## config.mk

```make
export PLATFORM = sky130hd
export DESIGN_NAME = icache_victim_sel
export DESIGN_NICKNAME = d
export VERILOG_FILES = /design/src/rtl/memory_pkg.sv /design/src/rtl/icache_way_prio_enc.sv /design/src/rtl/icache_victim_sel.sv
export SDC_FILE = /design/constraint.sdc
export NUM_CORES = 1
export LEC_CHECK = 0
export CAP_MARGIN = 0
export CORE_AREA = 2 2 39 41
export DETAILED_ROUTE_END_ITERATION = 10
export DIE_AREA = 0 0 41 43
export PLACE_DENSITY = 0.54
export SETUP_SLACK_MARGIN = 0.02
export SYNTH_ARGS = -nofsm -noshare
export SYNTH_HDL_FRONTEND = slang
export SYNTH_HIERARCHICAL = 1
export SYNTH_SLANG_ARGS = --single-unit
```

## constraint.sdc

```tcl
create_clock -name clk_i -period 1.11 [get_ports clk_i]
set_input_delay 0.222 -clock clk_i [delete_from_list [all_inputs] [get_ports clk_i]]
set_output_delay 0.222 -clock clk_i [all_outputs]
set_load 0.02 [all_outputs]
```

## src/rtl/memory_pkg.sv

```systemverilog
// Shared icache memory-side types: way count and the victim selector state encoding.
package memory_pkg;

    localparam int ICACHE_N_WAYS = 2;

    typedef enum logic [1:0] {
        VS_IDLE   = 2'd0,
        VS_BUSY   = 2'd1,
        VS_COMMIT = 2'd2
    } victim_sel_state_t;

endpackage

```

## src/rtl/icache_way_prio_enc.sv

```systemverilog
// Lowest-set-bit priority encoder: one-hot winner, binary index and an empty flag.
// Purely combinational, zero latency, no flow control.
module icache_way_prio_enc #(
    parameter int N     = 2,
    parameter int IDX_W = $clog2(N)
) (
    input  logic [N-1:0]     req,
    output logic [N-1:0]     onehot,
    output logic [IDX_W-1:0] idx,
    output logic             none
);

    // Scan from the top down so the lowest set bit is the last (winning) assignment.
    always_comb begin
        onehot = '0;
        idx    = '0;
        none   = 1'b1;
        for (int i = N - 1; i >= 0; i--) begin
            if (req[i]) begin
                onehot    = '0;
                onehot[i] = 1'b1;
                idx       = IDX_W'(i);
                none      = 1'b0;
            end
        end
    end

endmodule

```

## src/rtl/icache_victim_sel.sv

```systemverilog
// Victim-way selector for icache refills; victim valid one cycle after accept, held until done/abort.
// Accepts a new miss only in IDLE. ICACHE_VICTIM_INVALID_FIRST_EN enables invalid-way-first selection.
module icache_victim_sel
    import memory_pkg::*;
#(
    parameter int N_WAYS    = ICACHE_N_WAYS,
    parameter int WAY_IDX_W = $clog2(N_WAYS)
) (
    input  logic                 clk_i,
    input  logic                 rst_i,
    input  logic                 miss_valid_i,
    output logic                 miss_ready_o,
    input  logic [N_WAYS-1:0]    way_valid_i,
    input  logic [N_WAYS-1:0]    rr_ptr_i,
    output logic                 victim_valid_o,
    output logic [N_WAYS-1:0]    victim_way_o,
    output logic [WAY_IDX_W-1:0] victim_idx_o,
    input  logic                 refill_done_i,
    input  logic                 refill_abort_i,
    output logic                 rr_update_o,
    output logic                 err_o
);

    victim_sel_state_t state_q, state_d;

    logic [N_WAYS-1:0]    victim_way_q;
    logic [WAY_IDX_W-1:0] victim_idx_q;
    logic                 from_rr_q;
    logic                 err_q;

    logic                 accept;
    logic                 ptr_ok;
    logic [N_WAYS-1:0]    ptr_way;
    logic [N_WAYS-1:0]    victim_d;
    logic [WAY_IDX_W-1:0] victim_idx_d;
    logic                 from_rr_d;

    // A malformed pointer falls back to the top way, where the pointer sits out of reset.
    assign ptr_ok  = (rr_ptr_i != '0) && ((rr_ptr_i & (rr_ptr_i - N_WAYS'(1))) == '0);
    assign ptr_way = ptr_ok ? rr_ptr_i : {1'b1, {(N_WAYS-1){1'b0}}};

`ifdef ICACHE_VICTIM_INVALID_FIRST_EN
    logic [N_WAYS-1:0]    inv_way;
    logic [WAY_IDX_W-1:0] inv_idx_unused;
    logic                 inv_none;

    icache_way_prio_enc #(
        .N     (N_WAYS),
        .IDX_W (WAY_IDX_W)
    ) u_inv_enc (
        .req    (~way_valid_i),
        .onehot (inv_way),
        .idx    (inv_idx_unused),
        .none   (inv_none)
    );

    assign victim_d  = inv_none ? ptr_way : inv_way;
    assign from_rr_d = inv_none;
`else
    logic unused_way_valid;
    assign unused_way_valid = ^way_valid_i;

    assign victim_d  = ptr_way;
    assign from_rr_d = 1'b1;
`endif

    logic [N_WAYS-1:0] victim_oh_unused;
    logic              victim_none_unused;

    icache_way_prio_enc #(
        .N     (N_WAYS),
        .IDX_W (WAY_IDX_W)
    ) u_idx_enc (
        .req    (victim_d),
        .onehot (victim_oh_unused),
        .idx    (victim_idx_d),
        .none   (victim_none_unused)
    );

    always_comb begin
        state_d        = state_q;
        accept         = 1'b0;
        miss_ready_o   = 1'b0;
        victim_valid_o = 1'b0;
        rr_update_o    = 1'b0;
        case (state_q)
            VS_IDLE: begin
                miss_ready_o = 1'b1;
                if (miss_valid_i) begin
                    accept  = 1'b1;
                    state_d = VS_BUSY;
                end
            end
            VS_BUSY: begin
                victim_valid_o = 1'b1;
                // Abort takes priority over a simultaneous done.
                if (refill_abort_i) begin
                    state_d = VS_IDLE;
                end else if (refill_done_i) begin
                    state_d = VS_COMMIT;
                end
            end
            VS_COMMIT: begin
                rr_update_o = from_rr_q;
                state_d     = VS_IDLE;
            end
            default: begin
                state_d = VS_IDLE;
            end
        endcase
    end

    always_ff @(posedge clk_i or posedge rst_i) begin
        if (rst_i) begin
            state_q <= VS_IDLE;
        end else begin
            state_q <= state_d;
        end
    end

    always_ff @(posedge clk_i or posedge rst_i) begin
        if (rst_i) begin
            victim_way_q <= '0;
            victim_idx_q <= '0;
            from_rr_q    <= 1'b0;
            err_q        <= 1'b0;
        end else if (accept) begin
            victim_way_q <= victim_d;
            victim_idx_q <= victim_idx_d;
            from_rr_q    <= from_rr_d;
            if (!ptr_ok) begin
                err_q <= 1'b1;
            end
        end
    end

    assign victim_way_o = victim_way_q;
    assign victim_idx_o = victim_idx_q;
    assign err_o        = err_q;

endmodule

```

==> flow_summary.yaml <==
# yosys + openroad results
global_routing:
  grt_antenna_before_repair: 0
  first_global_vias: 262
  maximum_number_of_pins_on_one_net_before_global_route_repair: 8
  top_usage_layer: "met2"
  track_usage: 0.0931
floorplanning:
  core_util_floorplan: 0.243
  design.core.area_um2: 1380
  die_height_um: 43
  die_w_um: 41
  floorplan.io_pins: 16
  core.rowCount: 14
cells_and_area:
  sequential_cell_count_of_the_final_layout: 7
  layout_top_cells: "sky130_fd_sc_hd__buf_4, sky130_fd_sc_hd__clkdlybuf4s50_1, sky130_fd_sc_hd__dfrtp_1"
  layout.nets: 62
  final.clkbuf_count: 4
  clock_buffers_and_inverters_area_share: 0.0474
  comb_area_share: 0.296
  layout-drive-gt1-share: 0.520
  comb_area_um2: 164
  diodes: 0
  highest_count_logic_cell_in_the_final_layout: "sky130_fd_sc_hd__buf_4"
  seq_area_frac: 0.321
  final_cell_area_um2: 554
  n_multi_input_combinational_cell: 17
  layout.core_utilization: 0.401
  area_delta_synth_final_pct: 64.7
clocking:
  htree_num_levels: 1
  clock_sinks: 7
  post_cts_resize_count: 36
  postCtsHoldBufs: 0
  cts_tree: "built"
detailed_routing:
  maxUsedRoutingLayer: "met3"
  dr_wl_met2_um: 341
  m1WireLength_um: 302
  remaining_drc_errors: 0
  drt_first_pass_iters: 2
logic_synthesis:
  syn_area_per_cell_um2: 12.5
  syn_inst: 27
placement:
  place_inst: 61
  io_buffers: 13
  preCtsSetupSlack_ns: -0.378
power:
  power_switching_mw: 0.218
  p_sw_frac: 0.284
  total_combinational_power_mw: 0.227
  internal-power_mw: 0.550
  p_clk_mw: 0.229
run_status:
  status: "complete, but fails checks"
  failing_checks: "setup timing"
critical_path:
  crit_path_top_delay_cell: "sky130_fd_sc_hd__dfrtp_2"
  critical_path.cell_chain: "buf_6 -> nor3b_4 -> mux2_4"
  crit-reg2reg-capture: "victim_way_o[0]"
  timing.reg2reg.setup_slack_ns: -0.18
  worstReg2RegStart: "state_q[1]"
  critical_path.top_delay_family: "flip-flops"
  cp.required_ns: 1.24
  crit_buf_inv: 1
timing:
  final_min_period_over_clock_period: 1.16
  setup_viol: 8
  postLayoutSetupSlackWorst_ns: -0.177
  tightestPinTransition_ns: 0.286
  finalHoldViolations: 0
  final_max_slew_viol_count: 0
hold_path:
  min_delay_worst_type: "input port to asynchronous set/reset pin"
run:
  maxCapViolCount: 0
-- sequential cells by signal (all words and copies together), names as in the netlist --
signal        flops
victim_idx_o      1
from_rr_q         1
err_o             1
victim_way_o      2
state_q           2
-- worst register-to-register path: stages (launching register included) --
cell and delay (ns):
sky130_fd_sc_hd__dfrtp_2 0.43, sky130_fd_sc_hd__buf_6 0.13, sky130_fd_sc_hd__nor3b_4 0.28, sky130_fd_sc_hd__mux2_4 0.33
-- worst max-delay path by stage --
stage	cells past startpoint	endpoint	slack, ns
final	3	victim_way_o[0]	-0.18
after global routing	3	victim_way_o[0]	-0.23
after CTS	3	victim_way_o[0]	-0.22
after detailed placement	3	victim_way_o[0]	-0.38
after global placement	3	victim_way_o[1]	-0.35
after floorplan	2	victim_idx_o	-0.04
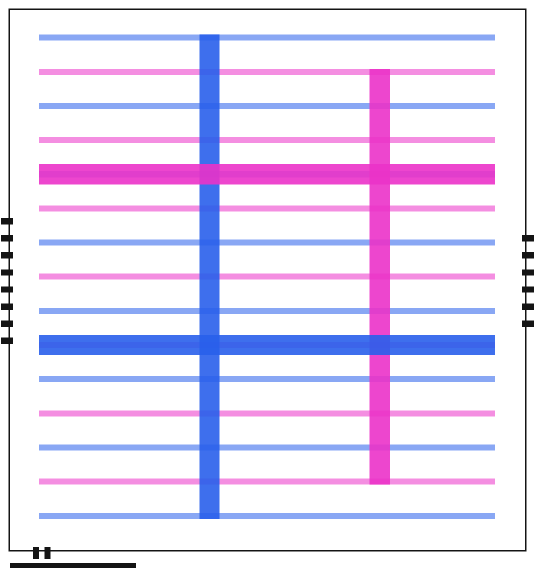
**Above:** PDN straps and rails.
Scale bar: 10 um. Pins as bars on the die edge.
- blue: VSS
- magenta: VDD
- signal pins: 16
- rows: 14

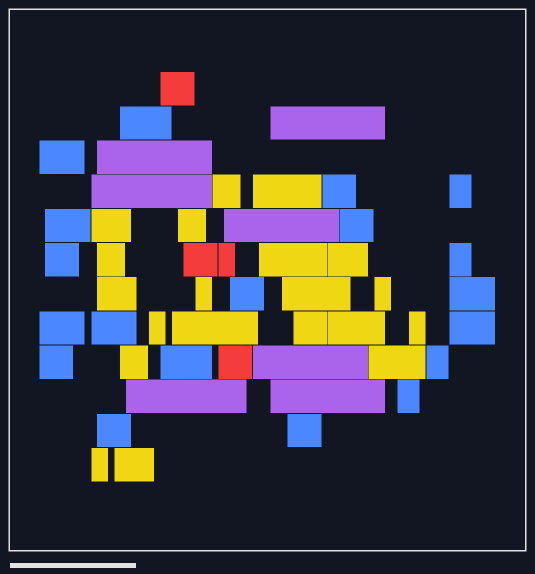
**Above:** placement by cell class.
Scale bar: 10 um.
- purple: registers (cells 7)
- blue: remaining buffers and delay cells (cells 19)
- red: clock drivers and dummy loads (cells 4)
- yellow: remaining logic cells (cells 20)

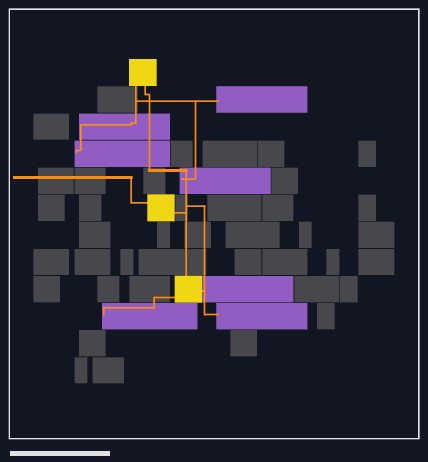
**Above:** clock wires, drivers and flops.
Scale bar: 10 um.
- purple: flip-flops (count 7)
- orange: clock wires (length 103 um)
- yellow: clock-net drivers (count 3)
- routed clock nets: 4

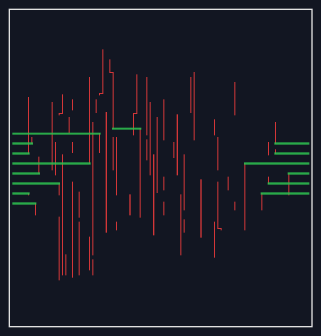
**Above:** wiring by layer.
Only two layers are drawn.
- red: M2 (wire length 341 um)
- green: M3 (wire length 77.1 um)

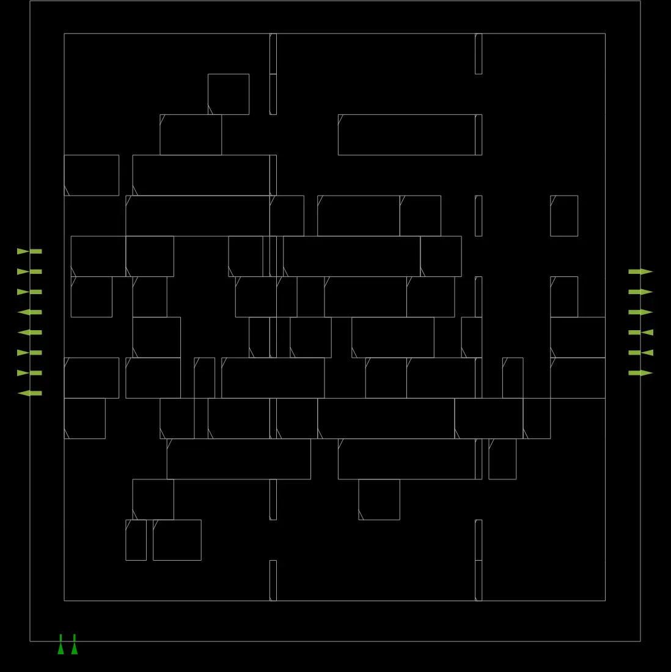
**Above:** cell placement.
Non-Filler Instances: 66
Layout fillers: 134

Power and IR drop assume default switching activity.
